Figure 1. Clock wires, drivers and flops (run 1).
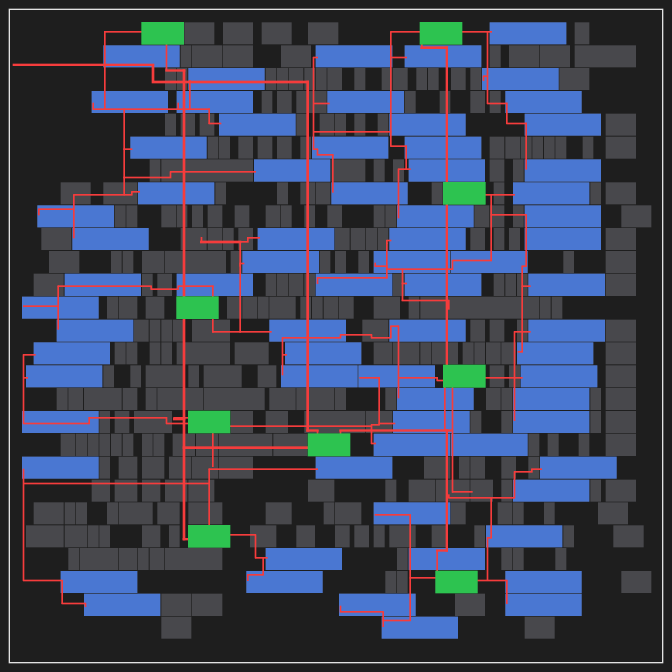
Figure 2. Clock nets (run 1).
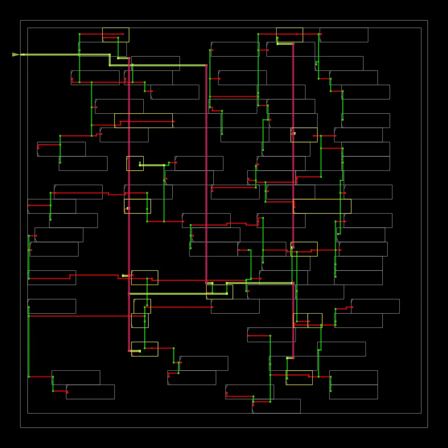
Figure 3. Cell sizes after repair (run 1).
The bar under the picture is 20 um long.
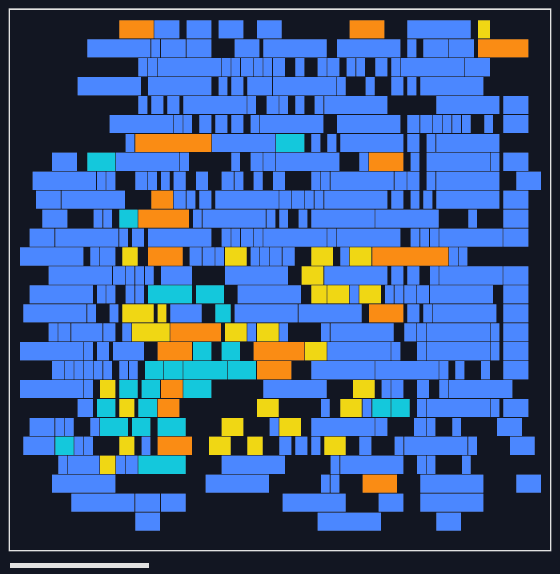
<file path="src/rtl/tdm_demux_rx.sv">
// rtl/tdm_demux_rx.sv - serial 4-slot TDM receiver with frame-sync hunt/lock
module tdm_demux_rx #(
  parameter int W = 8
) (
  input  logic           clk,
  input  logic           rst_n,
  input  logic           bit_en,
  input  logic           d,
  input  logic           fs,
  output logic [4*W-1:0] f,
  output logic           frame_valid,
  output logic           locked,
  output logic           sync_err
);

  localparam logic [0:0] ST_HUNT = 1'b0;
  localparam logic [0:0] ST_RECV = 1'b1;

  localparam int BW = $clog2(W);
  localparam logic [BW-1:0] LAST_BIT = BW'(W - 1);

  logic [0:0]          state_q, state_d;
  logic [BW-1:0]       bit_cnt_q, bit_cnt_d;
  logic [1:0]          slot_q, slot_d;
  // Holds the first W-1 bits of the slot; the last bit arrives straight from d.
  logic [W-2:0]        shreg_q, shreg_d;
  logic [2:0][W-1:0]   stage_q, stage_d;
  logic [4*W-1:0]      f_q, f_d;
  logic                fv_q, fv_d;
  logic                serr_q, serr_d;

  logic [W-1:0]        word;
  logic                take;
  logic                at_bound;
  logic [BW-1:0]       cur_bit;
  logic [1:0]          cur_slot;

  // Next-state: sync checking first, then bit accumulation and word/frame writes.
  always_comb begin
    state_d   = state_q;
    bit_cnt_d = bit_cnt_q;
    slot_d    = slot_q;
    shreg_d   = shreg_q;
    stage_d   = stage_q;
    f_d       = f_q;
    fv_d      = 1'b0;
    serr_d    = 1'b0;
    take      = 1'b0;
    cur_bit   = bit_cnt_q;
    cur_slot  = slot_q;
    word      = {shreg_q, d};
    at_bound  = (bit_cnt_q == '0) && (slot_q == 2'd0);

    if (bit_en) begin
      if (state_q == ST_HUNT) begin
        if (fs) begin
          state_d  = ST_RECV;
          take     = 1'b1;
          cur_bit  = '0;
          cur_slot = 2'd0;
        end
      end else begin
        if (fs && !at_bound) begin
          // Early sync: drop the partial frame and restart with this bit.
          serr_d   = 1'b1;
          take     = 1'b1;
          cur_bit  = '0;
          cur_slot = 2'd0;
        end else if (!fs && at_bound) begin
          // Missing sync: lose lock, this bit is not part of any frame.
          serr_d  = 1'b1;
          state_d = ST_HUNT;
        end else begin
          take = 1'b1;
        end
      end
    end

    if (take) begin
      shreg_d = word[W-2:0];
      if (cur_bit == LAST_BIT) begin
        bit_cnt_d = '0;
        slot_d    = cur_slot + 2'd1;
        case (cur_slot)
          2'd0:    stage_d[0] = word;
          2'd1:    stage_d[1] = word;
          2'd2:    stage_d[2] = word;
          default: begin
            f_d  = {word, stage_q[2], stage_q[1], stage_q[0]};
            fv_d = 1'b1;
          end
        endcase
      end else begin
        bit_cnt_d = cur_bit + BW'(1);
        slot_d    = cur_slot;
      end
    end
  end

  // State registers; reset clears everything including the output word.
  always_ff @(posedge clk or negedge rst_n) begin
    if (!rst_n) begin
      state_q   <= ST_HUNT;
      bit_cnt_q <= '0;
      slot_q    <= 2'd0;
      shreg_q   <= '0;
      stage_q   <= '0;
      f_q       <= '0;
      fv_q      <= 1'b0;
      serr_q    <= 1'b0;
    end else begin
      state_q   <= state_d;
      bit_cnt_q <= bit_cnt_d;
      slot_q    <= slot_d;
      shreg_q   <= shreg_d;
      stage_q   <= stage_d;
      f_q       <= f_d;
      fv_q      <= fv_d;
      serr_q    <= serr_d;
    end
  end

  assign f           = f_q;
  assign frame_valid = fv_q;
  assign sync_err    = serr_q;
  assign locked      = (state_q == ST_RECV);

endmodule
</file>
<file path="config.mk">
export PLATFORM = sky130hd
export DESIGN_NAME = tdm_demux_rx
export DESIGN_NICKNAME = d
export VERILOG_FILES = /design/src/rtl/tdm_demux_rx.sv
export SDC_FILE = /design/constraint.sdc
export NUM_CORES = 1
export LEC_CHECK = 0
export ABC_AREA = 1
export CAP_MARGIN = 20
export CORE_MARGIN = 1
export CORE_UTILIZATION = 55
export DETAILED_ROUTE_END_ITERATION = 16
export PLACE_DENSITY = 0.85
export SLEW_MARGIN = 5
export SYNTH_ARGS = -nofsm -noshare
export SYNTH_HDL_FRONTEND = slang
export SYNTH_SLANG_ARGS = --single-unit
</file>
<file path="constraint.sdc">
create_clock -name clk -period 2.5 [get_ports clk]
set_input_delay 0.5 -clock clk [delete_from_list [all_inputs] [get_ports clk]]
set_output_delay 0.5 -clock clk [all_outputs]
set_load 0.02 [all_outputs]
</file>
==> impl_metrics.toml, run 1 <==
# yosys + openroad results
[timing]
fin_crit_ns = 2.286
fmax_mhz = 437.4
hold_violations = 0
rsz0062_at_grt = "no"
max_slew.worst_pin.slew_ns = 0.3535
relSlewSlack = 0.7643
tns_ns = 0
finalClockPeriodUsage = 0.9144
setup_viol = 0

[logic_synthesis]
top_area_frac = 0.5655
xor_area_frac = 0
netlist.top_cell.by_area = "dfrtp_1"
topCellsByArea = "dfrtp_1, nand2_1, nand3_1, o21ai_2, buf_6"
ys_area_um2 = 3142
logic_family = "simple AND/OR/NAND/NOR gates"
ys_cells = 322
ys_sh_simple = 0.2676
syn_nets = 334
synth-edff-count = 0
netlist_instances = 322
ys_seq_frac = 0.5655
ys_sh_adder = 0.02788
ys.flops = 71
syn_area_per_cell_um2 = 9.757
aoi_share = 0.07328
synthTopCellsByCount = "nand2_1, dfrtp_1, nand3_1"
synthArstFlopShare = 1.000
ys_warn_count = 0

[cells_and_area]
regArea_um2 = 1777
final_area_um2 = 3866
final_cells = 449
inverters = 22
clk_share = 0.05825
syn2layout_area_growth_pct = 23.06
logic_gate_count = 215
comb_share = 0.3003
antenna_cells = 0
bufAreaShareNonClock = 0.1366
combGateArea_um2 = 1161
nNetsFinal = 384
drive_gt1_frac = 0.1830
finish.utilization = 0.7021

[detailed_routing]
drt_iter0_markers = 157
wl_met2_mm = 2.877
drcViolationCount = 0
wire_per_inst_um = 13.57
routed_via_density = 5.163
wl_met3_um = 231
ant_nets = 0
met1_length_mm = 2.792
routed_wirelength_mm = 6.094
vias = 2318
drt_pass1_iterations = 4

[floorplanning]
core_area_um2 = 5507
fp.dieH_um = 77.58
fp_util = 0.5706
rows = 27
dieWidth_um = 77.58
dieArea_um2 = 6019
ioPinCount = 40
tap_cells = 72

[run_status]
status = "completed"

[hold_path]
hold_path_class = "primary input to async pin"

[global_routing]
grt_pass1_vias = 2195
gr-total-overflow = 0
grt_pass1_wl_mm = 10.47
grt_usage = 0.2325
grtUsageMet3 = 0.04118
antenna_found_initial = 0
globalRouteMet1Util = 0.3097
grt_max_degree = 72
grt_most_used_layer = "met2"
met2_usage = 0.3496

[placement]
hpwlAfterDp_mm = 4.091
dp_cells = 433
io_buffers = 39
placed_cell_area_um2 = 3638

[clock_tree]
post_cts_resized = 0
clk_latency_ns = 0.35
cts-root-buf = "clkbuf_8"
cts_tree = "built"
post_cts_buffers = 0
htree_levels = 3
cts.clk_slew.worst_paths_ns = 0.08
cts.path.max_buffers = 2
cts_hold_buf = 0

[critical_path]
cp-startpoint = "slot_q[1]$_DFFE_PN0P_"
startpoint_type = "register"
crit_arrival_ns = 2.52
cp.required_ns = 2.74
crit_fanout = 16
r2r_slack_ns = 0.21
cp-end-kind = "register"
worstSetupPathType = "register to register"

[pwr]
p_leak_nw = 1.999
peakVddDrop_v = 0.0005089
pwr_density_cell_nw_per_um2 = 821.0
power_mw = 3.174

[run]
tool_warnings = 29
drv_cap = 0
About Figure 1:
legend:
  green:
    item: cells driving clock nets
    count: 9
  red:
    item: clock wires
    length: 860 um
  blue:
    item: flip-flops
    count: 71
flops lie: all over the die

About Figure 2:
CLK BUF: 9
CTS buffer count: 9
clk_skew: 0.006697 ns
seq_cells: 71
P_clk: 1.03 mW

About Figure 3:
legend:
  orange:
    size: drive 6 and up
    cells: 18
    share: 4.8%
  blue:
    size: drive 1 or less
    cells: 308
    share: 82%
  yellow:
    size: drive 2
    cells: 27
    share: 7.2%
  cyan:
    size: drive 3 to 4
    cells: 24
    share: 6.4%

==> run 1: worst max-delay path: stages, from the launching register on <==
cell and delay (ns):
dfrtp_1 0.44, nor2_1 0.13, nand4_1 0.12, ha_1 0.20, inv_1 0.05, nand2_1 0.07, nand2_2 0.08, nand2_1 0.05
inv_1 0.07, ha_1 0.18, ha_2 0.23, nand3_4 0.13, inv_4 0.10, nand2_4 0.13, nand2_1 0.13, o21ai_2 0.06
==> run 1: per-stage QoR <==
stage	setup WS, ns	hold WS (ns)
after floorplan	0.2606	0.2044
after global placement	0.008842	0.4556
after detailed placement	-0.05587	0.4587
after CTS	0.1798	0.1606
after global routing	0.02930	0.1772
final	0.2140	0.1593
==> run 1: cell usage in the layout, fill, tap and decap left out, drive strengths merged <==
cell,synthesis,routed
o21ai,27,27
clkdlybuf4s50,0,38
inv,22,25
bufinv,0,2
nor3,1,1
nor2,11,11
ha,7,7
a21oi,2,2
nand3,42,42
clkbuf,1,9
clkinvlp,0,2
nand4,2,2
a31oi,1,1
nand2,121,121
buf,13,15
a21boi,1,1
dfrtp,71,71
==> run 1: path summary, 6_finish.rpt <==
kind	endpoint	cells after the start
min reg2reg	f[13]$_DFFE_PN0P_	2
max in group asynchronous	shreg_q[6]$_DFFE_PN0P_	2
max reg2reg	stage_q[18]$_DFFE_PN0P_	15
min in group clk	f[13]$_DFFE_PN0P_	2
max	stage_q[18]$_DFFE_PN0P_	15
min	f[27]$_DFFE_PN0P_	2
==> run 1: where the power goes <==
part	switching [mW]	total (mW)	internal, mW
logic	0.407	0.649	0.243
clock network	0.462	1.03	0.572
registers	0.151	1.49	1.34
==> run 1: sequential cells by signal, summed over array words and instances, names as in the netlist <==
name	count
shreg_q	7
stage_q	24
sync_err	1
f	32
bit_cnt_q	3
locked	1
slot_q	2
frame_valid	1
==> run 2: changes to the inputs <==
- REMOVE_ABC_BUFFERS: not set -> 1
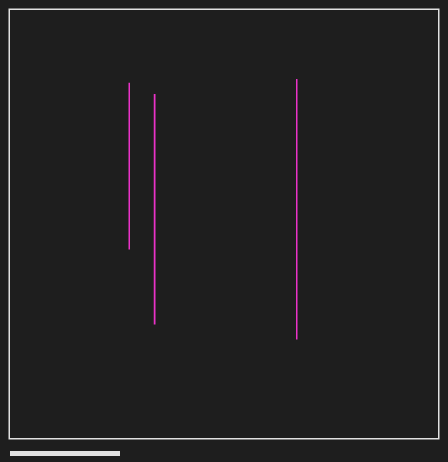
Figure 4: run 2, met4 routing.
The bar under the picture is 20 um long.
main direction: vertical
longest straight run: 46.9 um
wire length on this layer: 118 um
share of all routed wire: 2.0%
nets with wire on the layer: 2

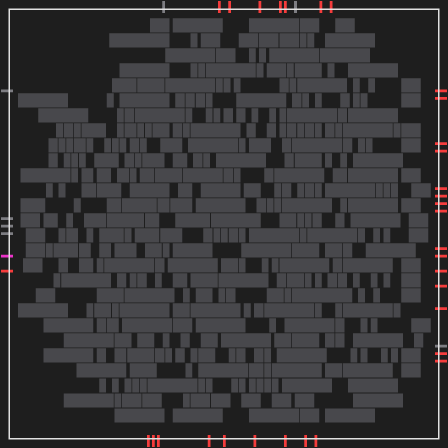
Figure 5: run 2, I/O pins on the die edge.
Pins as bars across the die edge, other pins in gray.
legend:
  red:
    port: `f`
    pins: 32
    direction: output
    edge: 15 right, 9 bottom, 7 top, 1 left
  magenta:
    port: `sync_err`
    pins: 1
    direction: output
    edge: left
all pins by edge: 16 right, 9 top, 9 bottom, 6 left

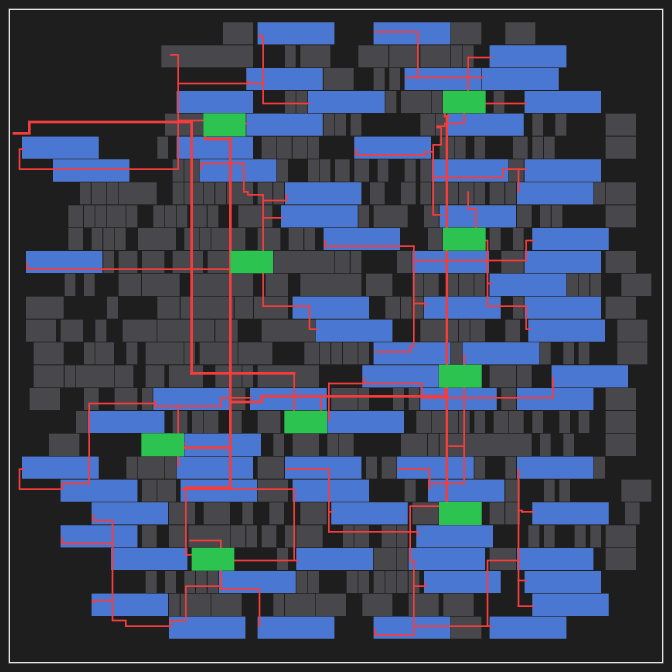
Figure 6: run 2, clock wires, drivers and flops.
legend:
  blue:
    item: flip-flops
    count: 71
  green:
    item: cells driving clock nets
    count: 9
  red:
    item: clock wires
    length: 817 um
flops lie: all over the die

==> run 2 against run 1 <==
Net effect: sequential power about the same; final area shrank 0.13%; setup slack worse by 0.025 ns.
==> impl_metrics.toml, run 2 <==
# yosys + openroad results
[logic_synthesis]
synthArstFlopShare = 1.000
netlist_instances = 322
topCellsByArea = "dfrtp_1, nand2_1, nand3_1, o21ai_2, buf_6"
yosysUniqueCellTypes = 25
ys_warn_count = 0
syn-cell-area_um2 = 3142
ff_type = "dfrtp_1"
ys.flops = 71
synth-edff-count = 0
ys_cells = 322
syn_area_per_cell_um2 = 9.757
top_area_frac = 0.5655
synthTopCellsByCount = "nand2_1, dfrtp_1, nand3_1"
netlist.top_cell.by_area = "dfrtp_1"
ys_area_um2 = 3142
synth_top_cell_by_count = "nand2_1"
ys_seq_frac = 0.5655

[pwr]
p_leak_nw = 2.007
peakVddDrop_v = 0.0004396
power_mw = 3.135
pwr_density_cell_nw_per_um2 = 811.9

[global_routing]
grt_usage = 0.2247
gr-total-overflow = 0
grt_max_degree = 30
grt_pass1_wl_mm = 10.41
grt_pass1_vias = 2236
antenna_found_initial = 0

[run_status]
status = "completed"

[timing]
tns_ns = 0
setup_viol = 0
setup_ws_ns = 0.1892
finalClockPeriodUsage = 0.9243
slew_viol_final = 0
relSlewSlack = 0.6872
hold_slack_ns = 0.09980
fmax_mhz = 432.7
max_slew.worst_pin.slew_ns = 0.4692
rsz0062_at_grt = "no"
fin_crit_ns = 2.311
skew_ns = 0.008132
hold_violations = 0

[critical_path]
cp-end-kind = "register"
path_buffers = 3
crit_slowest_cell = "dfrtp_1"
worstSetupPathType = "register to register"
crit_arrival_ns = 2.55
worstReg2RegEnd = "stage_q[10]$_DFFE_PN0P_"
rr_startpoint = "slot_q[1]$_DFFE_PN0P_"
cpLargestDelayFamily = "simple AND/OR/NAND/NOR gates"
crit_chain = "nor2_1, nand4_1, ha_1, inv_1, nand2_1, nand2_2, nand2_1, inv_1, ha_1, ha_1, nand3_4, inv_4, nand2_4, nand2_1, o21ai_2"
crit_fanout = 16
startpoint_type = "register"
reg2reg_depth = 15
r2r_slack_ns = 0.19
cp.required_ns = 2.73
cpPeakStageDelay_ns = 0.43

[detailed_routing]
top_layer = "met4"
wl_met3_um = 207
drt_iter0_markers = 215
wire_per_inst_um = 13.11
met1_length_mm = 2.588
routed_via_density = 5.138
ant_nets = 0
vias = 2307
routed_wirelength_mm = 5.887
drt_pass1_iterations = 4
drcViolationCount = 0
wl_met2_mm = 2.973

[placement]
dp_cells = 433
io_buffers = 39
place_ws_ns = -0.05092
placed_cell_area_um2 = 3638
gp_congestion = 0.8391
hpwlAfterDp_mm = 4.034

[floorplanning]
rows = 27
dieWidth_um = 77.58
fp.dieH_um = 77.58
core_area_um2 = 5507
dieArea_um2 = 6019
fp_util = 0.5706
ioPinCount = 40

[cells_and_area]
final_cells = 449
antenna_cells = 0
drive_gt1_frac = 0.1777
finish.utilization = 0.7012
largest_reg_flops = 32
nNetsFinal = 384
syn2layout_area_growth_pct = 22.90
layout_top_cells = "nand2_1, dfrtp_1, nand3_1"
final_area_um2 = 3861
mostFrequentLayoutCell = "nand2_1"

[clock_tree]
clock_sinks = 71
cts.path.max_buffers = 2
cts_tree = "built"
htree_levels = 3
clk_latency_ns = 0.34
post_cts_buffers = 0
cts-root-buf = "clkbuf_8"
cts_hold_buf = 0
cts.clk_slew.worst_paths_ns = 0.08
post_cts_resized = 0
numCtsBuffers = 9

[run]
tool_warnings = 28
drv_cap = 0

[hold_path]
hold_path_class = "primary input to async pin"
==> run 2: cell counts after synthesis <==
No cell type changed its count.
==> run 2: metal layers <==
layer	up-vias	track usage
met1	1117	0.2875
met3	11	0.03176
li1	1127	-
met5	-	0
met2	52	0.3735
met4	0	0.1132
==> run 2: cells by family after synthesis <==
| kind of cell | share of synthesized area |
|---|---|
| compound gates | 0.07328 |
| fa+ha+maj | 0.02788 |
| buf+inv | 0.06571 |
| flops | 0.5655 |
| simple gates | 0.2676 |
==> run 2: worst max-delay path by stage <==
stage,start,end,cells after the start
2_1_floorplan,slot_q[1]$_DFFE_PN0P_,stage_q[10]$_DFFE_PN0P_,15
3_3_place_gp,fs,stage_q[15]$_DFFE_PN0P_,14
3_5_place_dp,fs,stage_q[15]$_DFFE_PN0P_,14
4_1_cts,slot_q[1]$_DFFE_PN0P_,stage_q[10]$_DFFE_PN0P_,15
5_1_grt,slot_q[1]$_DFFE_PN0P_,stage_q[21]$_DFFE_PN0P_,15
6_report,slot_q[1]$_DFFE_PN0P_,stage_q[10]$_DFFE_PN0P_,15
==> run 2: cell type report <==
| class | instances | area (um^2) |
|---|---|---|
| clock buffer | 11 | 141.4 |
| sequential | 71 | 1777 |
| multi-input combinational | 215 | 1159 |
| inverter | 22 | 85.08 |
| timing repair buffer | 53 | 528.0 |
| fill | 412 | 1645 |
| clock inverter | 5 | 81.33 |
| tap | 72 | 90.09 |
==> run 2: where the power goes <==
| part | total [mW] | internal (mW) | switching (mW) |
|---|---|---|---|
| Combinational | 0.631 | 0.237 | 0.393 |
| Sequential | 1.49 | 1.34 | 0.153 |
| Clock | 1.01 | 0.589 | 0.420 |
==> run 3: changes to the inputs <==
--- a/config.mk
+++ b/config.mk
@@ -11,5 +11,5 @@
 export CORE_UTILIZATION = 55
+export CTS_BUF_LIST = sky130_fd_sc_hd__clkbuf_8 sky130_fd_sc_hd__clkbuf_16
 export DETAILED_ROUTE_END_ITERATION = 16
 export PLACE_DENSITY = 0.85
-export REMOVE_ABC_BUFFERS = 1
 export SLEW_MARGIN = 5
==> constraint.sdc (replaced) <==
create_clock -name clk -period 2.5 [get_ports clk]
set_input_delay 0.25 -clock clk [delete_from_list [all_inputs] [get_ports clk]]
set_output_delay 0.25 -clock clk [all_outputs]
set_load 0.02 [all_outputs]
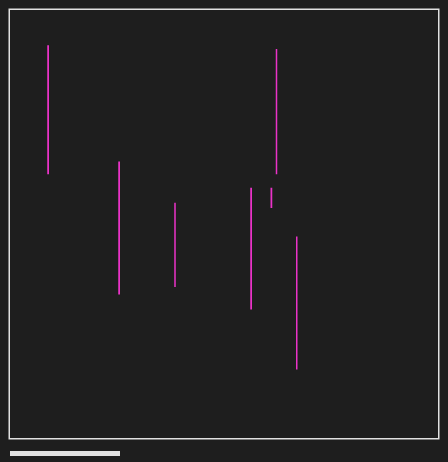
Figure 7: run 3, met4 routing.
The bar under the picture is 20 um long.
nets with wire on the layer: 5
longest straight run: 23.8 um
share of all routed wire: 2.2%

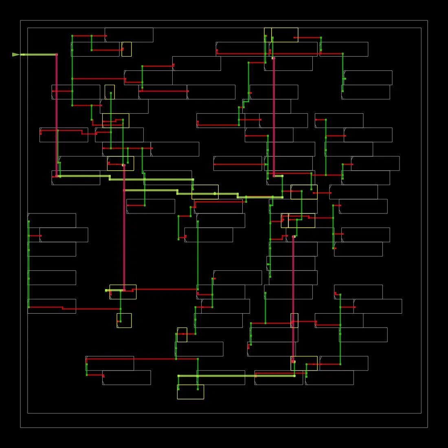
Figure 8: run 3, clock nets.
clk latency late pin: 0.34 ns
P_clk: 746 uW
CTS Sinks: 71
clk_skew: 0.005931 ns

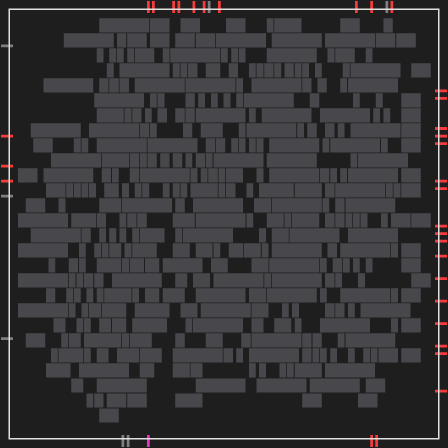
Figure 9: run 3, I/O pins on the die edge.
Pins as bars across the die edge, other pins in gray.
legend:
  magenta:
    port: `sync_err`
    pins: 1
    direction: output
    edge: bottom
  red:
    port: `f`
    pins: 32
    direction: output
    edge: 17 right, 10 top, 3 left, 2 bottom

==> run 3 against run 2 <==
Net effect: via count up 0.87%; highest routed layer unchanged; maximum frequency is 0.51% lower; setup slack worse by 0.012 ns.
==> impl_metrics.toml, run 3 <==
# yosys + openroad results
[run_status]
status = "completed"

[critical_path]
rr_startpoint = "slot_q[0]$_DFFE_PN0P_"
crit_chain = "nor2_1, nand4_1, ha_1, inv_1, nand2_1, nand2_2, nand2_1, inv_1, ha_1, ha_4, nand3_4, inv_4, nand2_4, nand2_1, o21ai_2"
cp-startpoint = "slot_q[0]$_DFFE_PN0P_"
crit_arrival_ns = 2.55
cpLargestDelayFamily = "simple AND/OR/NAND/NOR gates"
path_buffers = 3
cp-end-kind = "register"
startpoint_type = "register"
worstSetupPathType = "register to register"

[logic_synthesis]
syn_area_per_cell_um2 = 9.757
synthTopCellsByCount = "nand2_1, dfrtp_1, nand3_1"
ys_cells = 322
synthArstFlopShare = 1.000
logic_family = "simple AND/OR/NAND/NOR gates"
netlist_instances = 322
ys_sh_adder = 0.02788
netlist.top_cell.by_area = "dfrtp_1"
syn-cell-area_um2 = 3142
ys_warn_count = 0
xor_area_frac = 0
top_area_frac = 0.5655
ys_sh_mux = 0
topCellsByArea = "dfrtp_1, nand2_1, nand3_1, o21ai_2, buf_6"
ys_seq_frac = 0.5655
yosysUniqueCellTypes = 25
ff_type = "dfrtp_1"

[timing]
setup_ws_ns = 0.1772
slew_viol_final = 0
hold_violations = 0
finalClockPeriodUsage = 0.9291
fmax_mhz = 430.5

[cells_and_area]
largest_reg_flops = 32
layout_top_cells = "nand2_1, dfrtp_1, nand3_1"
regArea_um2 = 1777
seq_share = 0.4743
drive_gt1_frac = 0.1613
bufAreaShareNonClock = 0.1196
nFillCells = 433
inverters = 22
mostFrequentLayoutCell = "nand2_1"
seq_cell_count = 71
nNetsFinal = 379
combGateArea_um2 = 1189
antenna_cells = 0
logic_gate_count = 216
dominant_cells = "flip-flops and latches"
n_all_buffers = 47

[floorplanning]
ioPinCount = 40
fp_util = 0.5706
tap_cells = 72
fp.dieH_um = 77.58
core_area_um2 = 5507
dieArea_um2 = 6019
dieWidth_um = 77.58

[global_routing]
globalRouteMet1Util = 0.2886
antenna_found_initial = 0
grt_usage = 0.2200
grt_max_degree = 33

[clock_tree]
numCtsBuffers = 9
htree_levels = 3
cts_hold_buf = 1
cts.clk_slew.worst_paths_ns = 0.07
cts-root-buf = "clkbuf_8"
post_cts_resized = 0

[pwr]
p_comb_frac = 0.222
p_clk_frac = 0.259
peakVddDrop_v = 0.0004712
pwr_density_cell_nw_per_um2 = 769.1
p_leak_nw = 1.945

[detailed_routing]
routed_via_density = 5.241
top_layer = "met4"
drcViolationCount = 0
wire_per_inst_um = 13.89
met1_length_mm = 2.875
ant_nets = 0

[placement]
dp_cells = 424
gp_congestion = 0.8776
place_ws_ns = -0.02521
hpwlAfterDp_mm = 4.154

[run]
tool_warnings = 29
run 3: cell counts after synthesis:
Identical to the previous run, type by type.
run 3: tightest hold or removal path, delay by kind of cell, from the launching register on:
kind,cells,cell delay [ns]
flops,1,0.34
simple gates,2,0.09
run 3: power groups by stage:
stage          clock network, mW  registers (mW)  logic, mW
3_3_place_gp                   0            1.51      0.586
6_report                   0.746            1.50      0.640
5_1_grt                    0.810            1.52      0.712
4_1_cts                    0.757            1.49      0.619
2_1_floorplan                  0            1.49      0.435
3_5_place_dp                   0            1.51      0.612
run 3: logic make-up (layout without fill, tap and decap cells):
logic type	after synthesis	in the layout
adder cells (fa/ha/maj)	7	7
AND-OR/OR-AND	31	31
AND/OR/NAND/NOR	177	178
buffers and inverters	36	85
flip-flops	71	71
run 3: per-stage QoR:
| stage | setup TNS, ns | hold WS [ns] | instance area (um^2) | util |
|---|---|---|---|---|
| 3_5_place_dp | -0.1125 | 0.3235 | 3533 | 0.6417 |
| 2_1_floorplan | 0 | -0.04559 | 3142 | - |
| 5_1_grt | -0.0008167 | 0.4922 | 3746 | 0.6803 |
| 6_report | 0 | 0.4704 | 3746 | 0.6803 |
| 3_3_place_gp | 0 | 0.3141 | 3533 | 0.6417 |
| 4_1_cts | 0 | 0.4758 | 3701 | 0.6721 |
run 3: path summary, 6_finish.rpt:
check / endpoint / slack (ns) / depth (start not counted)
max: stage_q[15]$_DFFE_PN0P_ / 0.18 / 15
min: f[2]$_DFFE_PN0P_ / 0.47 / 2
max reg2reg: stage_q[15]$_DFFE_PN0P_ / 0.18 / 15
min reg2reg: f[2]$_DFFE_PN0P_ / 0.47 / 2
max in group asynchronous: shreg_q[1]$_DFFE_PN0P_ / 1.27 / 3
min in group asynchronous: f[0]$_DFFE_PN0P_ / 0.48 / 2
Power is estimated from default activity; no workload was simulated.
